`src/rtl/fifo_umbral_if.sv`:
```
// Lane FIFO bus: push/pop handshake, live thresholds and status flags.
// master drives requests and thresholds, slave (the FIFO) drives data and flags.
interface fifo_umbral_if #(
  parameter int DATA_W = 6,
  parameter int DEPTH  = 8,
  parameter int THR_W  = 5
);
  localparam int CW = $clog2(DEPTH + 1);

  logic              wr_en;
  logic [DATA_W-1:0] data_in;
  logic              rd_en;
  logic [THR_W-1:0]  umbral_empty;
  logic [THR_W-1:0]  umbral_full;
  logic [DATA_W-1:0] data_out;
  logic              valid_out;
  logic              empty;
  logic              full;
  logic              almost_empty;
  logic              almost_full;
  logic [CW-1:0]     count;
  logic              error;

  modport master (
    output wr_en, data_in, rd_en, umbral_empty, umbral_full,
    input  data_out, valid_out, empty, full, almost_empty, almost_full, count, error
  );

  modport slave (
    input  wr_en, data_in, rd_en, umbral_empty, umbral_full,
    output data_out, valid_out, empty, full, almost_empty, almost_full, count, error
  );
endinterface

```
`src/rtl/fifo_umbral.sv`:
```
// Per-lane synchronous FIFO with programmable almost-empty/almost-full flags.
// Optional macro FIFO_BYPASS_EN: a push+pop on an empty FIFO forwards data_in straight to data_out.
module fifo_umbral #(
  parameter int DATA_W = 6,
  parameter int DEPTH  = 8,
  parameter int THR_W  = 5
) (
  input logic           clk,
  input logic           rst,
  fifo_umbral_if.slave  bus
);
  localparam int AW    = $clog2(DEPTH);
  localparam int CW    = $clog2(DEPTH + 1);
  localparam int CMP_W = (CW > THR_W) ? CW : THR_W;

  logic [DATA_W-1:0] mem [DEPTH];
  logic [AW-1:0]     wr_ptr;
  logic [AW-1:0]     rd_ptr;
  logic [CW-1:0]     count_q;
  logic [DATA_W-1:0] data_q;
  logic              valid_q;
  logic              error_q;

  logic              empty_w;
  logic              full_w;
  logic              bypass;
  logic              push;
  logic              pop;
  logic              overflow;
  logic              underflow;
  logic [CMP_W-1:0]  count_ext;
  logic [CMP_W-1:0]  thr_empty_ext;
  logic [CMP_W-1:0]  thr_full_ext;

  assign empty_w = (count_q == CW'(0));
  assign full_w  = (count_q == CW'(DEPTH));

`ifdef FIFO_BYPASS_EN
  assign bypass = !rst && empty_w && bus.wr_en && bus.rd_en;
`else
  assign bypass = 1'b0;
`endif

  // A full FIFO still takes a push when a pop frees the slot in the same cycle.
  always_comb begin
    push      = 1'b0;
    pop       = 1'b0;
    overflow  = 1'b0;
    underflow = 1'b0;
    if (!rst && !bypass) begin
      push      = bus.wr_en && (!full_w || bus.rd_en);
      pop       = bus.rd_en && !empty_w;
      overflow  = bus.wr_en && full_w && !bus.rd_en;
      underflow = bus.rd_en && empty_w && !bus.wr_en;
    end
  end

  always_ff @(posedge clk) begin
    if (push) begin
      mem[wr_ptr] <= bus.data_in;
    end
  end

  always_ff @(posedge clk) begin
    if (rst) begin
      wr_ptr  <= '0;
      rd_ptr  <= '0;
      count_q <= '0;
      data_q  <= '0;
      valid_q <= 1'b0;
      error_q <= 1'b0;
    end else begin
      if (push) begin
        wr_ptr <= wr_ptr + 1'b1;
      end
      if (pop) begin
        rd_ptr <= rd_ptr + 1'b1;
        data_q <= mem[rd_ptr];
      end else if (bypass) begin
        data_q <= bus.data_in;
      end
      valid_q <= pop || bypass;
      case ({push, pop})
        2'b10:   count_q <= count_q + 1'b1;
        2'b01:   count_q <= count_q - 1'b1;
        default: count_q <= count_q;
      endcase
      if (overflow || underflow) begin
        error_q <= 1'b1;
      end
    end
  end

  // Zero-extended compare makes out-of-range thresholds saturate naturally.
  assign count_ext     = CMP_W'(count_q);
  assign thr_empty_ext = CMP_W'(bus.umbral_empty);
  assign thr_full_ext  = CMP_W'(bus.umbral_full);

  assign bus.data_out     = data_q;
  assign bus.valid_out    = valid_q;
  assign bus.empty        = empty_w;
  assign bus.full         = full_w;
  assign bus.almost_empty = (count_ext <= thr_empty_ext);
  assign bus.almost_full  = (count_ext >= thr_full_ext);
  assign bus.count        = count_q;
  assign bus.error        = error_q;
endmodule

```
`src/flat_wrapper.sv`:
```
// flat-port wrapper written by rule: the top's interface ports become plain ports
module fifo_umbral_flat 
#(
  parameter int DATA_W = 6,
  parameter int DEPTH  = 8,
  parameter int THR_W  = 5
)
  (clk, rst, bus_wr_en, bus_data_in, bus_rd_en, bus_umbral_empty, bus_umbral_full, bus_data_out, bus_valid_out, bus_empty, bus_full, bus_almost_empty, bus_almost_full, bus_count, bus_error);
  fifo_umbral_if #(.DATA_W(DATA_W), .DEPTH(DEPTH), .THR_W(THR_W)) bus_i ();
  input logic clk;
  input logic rst;
  input wire logic [$bits(bus_i.wr_en)-1:0] bus_wr_en;
  input wire logic [$bits(bus_i.data_in)-1:0] bus_data_in;
  input wire logic [$bits(bus_i.rd_en)-1:0] bus_rd_en;
  input wire logic [$bits(bus_i.umbral_empty)-1:0] bus_umbral_empty;
  input wire logic [$bits(bus_i.umbral_full)-1:0] bus_umbral_full;
  output wire logic [$bits(bus_i.data_out)-1:0] bus_data_out;
  output wire logic [$bits(bus_i.valid_out)-1:0] bus_valid_out;
  output wire logic [$bits(bus_i.empty)-1:0] bus_empty;
  output wire logic [$bits(bus_i.full)-1:0] bus_full;
  output wire logic [$bits(bus_i.almost_empty)-1:0] bus_almost_empty;
  output wire logic [$bits(bus_i.almost_full)-1:0] bus_almost_full;
  output wire logic [$bits(bus_i.count)-1:0] bus_count;
  output wire logic [$bits(bus_i.error)-1:0] bus_error;
  assign bus_i.wr_en = bus_wr_en;
  assign bus_i.data_in = bus_data_in;
  assign bus_i.rd_en = bus_rd_en;
  assign bus_i.umbral_empty = bus_umbral_empty;
  assign bus_i.umbral_full = bus_umbral_full;
  assign bus_data_out = bus_i.data_out;
  assign bus_valid_out = bus_i.valid_out;
  assign bus_empty = bus_i.empty;
  assign bus_full = bus_i.full;
  assign bus_almost_empty = bus_i.almost_empty;
  assign bus_almost_full = bus_i.almost_full;
  assign bus_count = bus_i.count;
  assign bus_error = bus_i.error;
  fifo_umbral #(.DATA_W(DATA_W), .DEPTH(DEPTH), .THR_W(THR_W)) u_core (.clk(clk), .rst(rst), .bus(bus_i));
endmodule
```
`config.mk`:
```
export PLATFORM = sky130hd
export DESIGN_NAME = fifo_umbral_flat
export DESIGN_NICKNAME = d
export VERILOG_FILES = /design/src/rtl/fifo_umbral_if.sv /design/src/rtl/fifo_umbral.sv /design/src/flat_wrapper.sv
export SDC_FILE = /design/constraint.sdc
export NUM_CORES = 1
export LEC_CHECK = 0
export CAP_MARGIN = 10
export CORE_ASPECT_RATIO = 1.4
export CORE_MARGIN = 4
export CORE_UTILIZATION = 25
export CTS_BUF_LIST = sky130_fd_sc_hd__clkbuf_4 sky130_fd_sc_hd__clkbuf_8
export DETAILED_ROUTE_END_ITERATION = 6
export PLACE_DENSITY_LB_ADDON = 0.3
export SYNTH_ARGS = -nofsm -noshare
export SYNTH_HDL_FRONTEND = slang
export SYNTH_SLANG_ARGS = --single-unit
```
`constraint.sdc`:
```
create_clock -name clk -period 4.3 [get_ports clk]
set_input_delay 0.86 -clock clk [delete_from_list [all_inputs] [get_ports clk]]
set_output_delay 0.86 -clock clk [all_outputs]
set_load 0.1 [all_outputs]
```
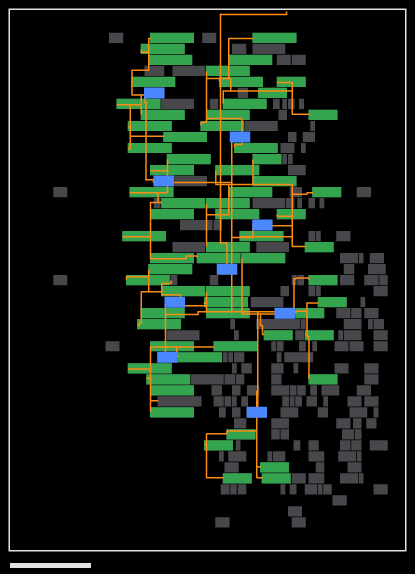
(run_1/clk_routes.png)
Bar = 20 µm.
Key: green = flip-flops [count 66]; blue = clock drivers [count 9]; orange = clock wires [length 781 µm]
There are 10 routed clock nets.

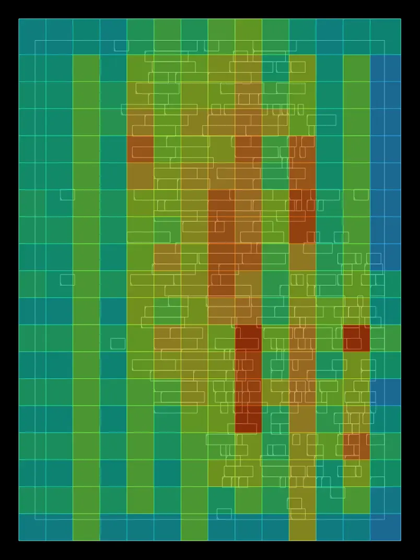
(run_1/congestion.png)
met2 usage: 16.2%
final core occ: 32.8%
per-cell routed wire length: 14.7 µm
global routing usage on met1: 10.4%

==> flow_metrics.py, run 1 <==
# Auto-generated metrics
metrics = {
    "cells_and_area": {
        "seq_share_pct": 50.3,
        "finalInstanceArea_um2": 3580,
        "clock_buffers": 11,
        "final_common_cell": "edfxtp_1",
        "fin_nets": 273,
        "largest_reg_flops": 48,
        "nFillCells": 1091,
        "buf_share_pct": 10.9,
    },
    "worst_setup_path": {
        "arrival_ns": 2.49,
        "critPathMostFrequentCell": "o21a_1",
        "crit_family": "buffers and inverters",
        "path_cells": "clkdlybuf4s50_1 > inv_1 > ha_1 > nor2b_1 > o21a_1 > o21a_1 > o21ai_1 > buf_4",
    },
    "final_timing": {
        "finalWorstSetupSlack_ns": 0.947,
        "layout_min_cycle_time_ns": 3.35,
        "skew_ns": 0.0138,
    },
    "pwr": {
        "clkPwrFrac_pct": 34.9,
        "p_per_area_nw_per_um2": 457,
        "power.switching_uw": 469,
        "p_clk_uw": 571,
    },
    "grt": {
        "gr-usage-all-layers_pct": 9.31,
        "grt_util_met3_pct": 2.20,
    },
    "detailed_routing": {
        "antenna_left": 0,
        "routed-via-count": 1720,
    },
    "run_status": {
        "status": "finished clean",
    },
    "logic_synthesis": {
        "yosys_warnings": 0,
        "ys_seq_share_pct": 64.2,
        "synthTopCellsByCount": "48 x edfxtp_1, 23 x nor2_1, 18 x dfxtp_1",
        "ys_sh_simple_pct": 9.45,
        "ys_ff": 66,
        "synthCells": 192,
    },
    "placement": {
        "port_buffers": 35,
    },
    "clock_network": {
        "clk_pin_slew_ns": 0.06,
        "ctsHoldBuffers": 0,
    },
}
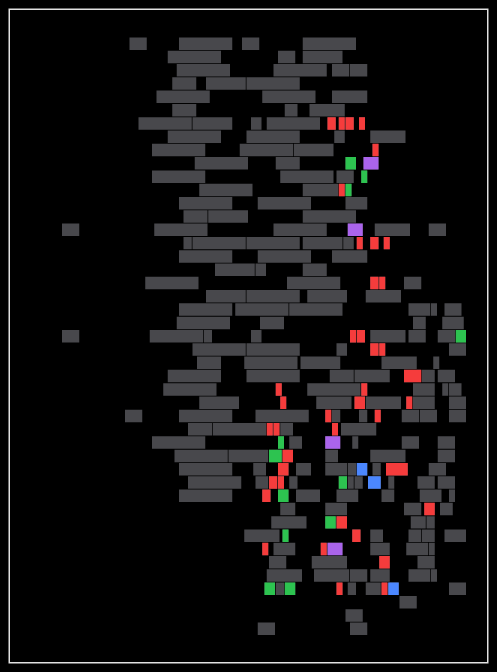
(run_1/logic_types.png)
Key: red = NOR gates [cells 40, where a column on the right]; purple = XOR/XNOR gates [cells 4]; green = NAND gates [cells 12]; blue = AND and OR gates [cells 3]

==> run_1/placement_by_type.png <==
Bar = 20 µm.
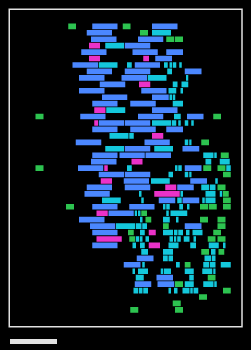

==> run 1 -> run 2 <==
==> constraint.sdc (replaced) <==
create_clock -name clk -period 3.35 [get_ports clk]
set_input_delay 0.67 -clock clk [delete_from_list [all_inputs] [get_ports clk]]
set_output_delay 0.67 -clock clk [all_outputs]
set_load 0.1 [all_outputs]
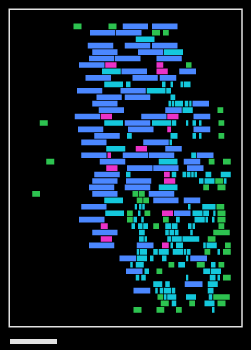
(run_2/placement_by_type.png)
Bar = 20 µm.
Key: green = other buffers and delay cells [cells 47, share of their area 13%]; blue = flops [cells 66, share of their area 53%]; magenta = clock drivers and dummy loads [cells 15, share of their area 4.9%]; cyan = combinational and other logic [cells 121, share of their area 29%]

==> run 2 against run 1 <==
Compared with the run above: global-route usage rose by 0.24 points; first-iteration DRC count fell by 31%; die size did not move; power rose by 18%; cell area fell by 0.31%; via count fell by 0.41%; utilization fell by 0.10 points; area after synthesis did not move; clock skew fell by 0.0058 ns; clock-buffer cell count fell by 2; critical endpoint is now bus_almost_full; largest cell class unchanged.
==> flow_metrics.py, run 2 <==
# Auto-generated metrics
metrics = {
    "grt": {
        "grt_util_met3_pct": 2.99,
        "gr-usage-all-layers_pct": 9.55,
        "grtUsageMet2_pct": 17.2,
        "grt_util_met1_pct": 9.86,
    },
    "clock_network": {
        "clk_pin_slew_ns": 0.07,
        "insertion_delay_ns": 0.34,
        "clock_sinks": 66,
        "ctsHoldBuffers": 0,
    },
    "cells_and_area": {
        "finalInstanceArea_um2": 3570,
        "seq_cell_count": 66,
        "final_common_cell": "edfxtp_1",
        "n_all_buffers": 47,
        "fin_nets": 279,
        "seq_share_pct": 50.5,
        "nFillCells": 1108,
        "buf_share_pct": 12.0,
        "diodes": 0,
        "syn_to_final_growth_pct": 27.2,
        "largest_reg_flops": 48,
        "utilization_pct": 32.7,
        "clock_buffers": 9,
    },
    "logic_synthesis": {
        "yosys_warnings": 0,
        "ys_sh_simple_pct": 9.45,
        "synthCells": 192,
        "adder_share_pct": 6.51,
        "ys_ff": 66,
        "ys_seq_share_pct": 64.2,
    },
    "pwr": {
        "p_clk_uw": 563,
        "clkPwrFrac_pct": 29.1,
        "p_per_area_nw_per_um2": 542,
        "power.switching_uw": 615,
    },
    "detailed_routing": {
        "antenna_left": 0,
        "routed-via-count": 1713,
    },
    "worst_setup_path": {
        "cp_slowest_cell": "clkdlybuf4s50_1",
        "path_cells": "clkdlybuf4s50_1 > ha_1 > nand2b_1 > a21o_1 > a211oi_1 > nor3_4 > buf_12",
        "critPathBufInv": 2,
        "arrival_ns": 2.30,
        "crit_family": "buffers and inverters",
    },
    "hold_path": {
        "hold_class": "register to register",
    },
    "final_timing": {
        "finalWorstSetupSlack_ns": 0.378,
        "layout_min_cycle_time_ns": 2.97,
        "setup_viol": 0,
    },
    "floorplan": {
        "core_um2": 10900,
        "n_tap_cell": 141,
    },
    "placement": {
        "post-place-ws_ns": 0.233,
        "port_buffers": 35,
    },
    "job": {
        "warning_count": 27,
    },
    "run_status": {
        "status": "finished clean",
    },
}
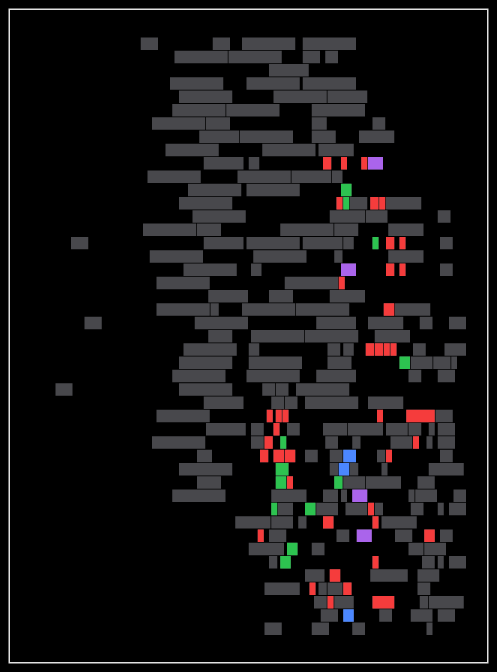
(run_2/logic_types.png)
Key: red = NOR gates [cells 40]; purple = XOR/XNOR gates [cells 4]; blue = AND and OR gates [cells 3]; green = NAND gates [cells 12]

No activity file was given, so power comes from the tool's default toggle rates.
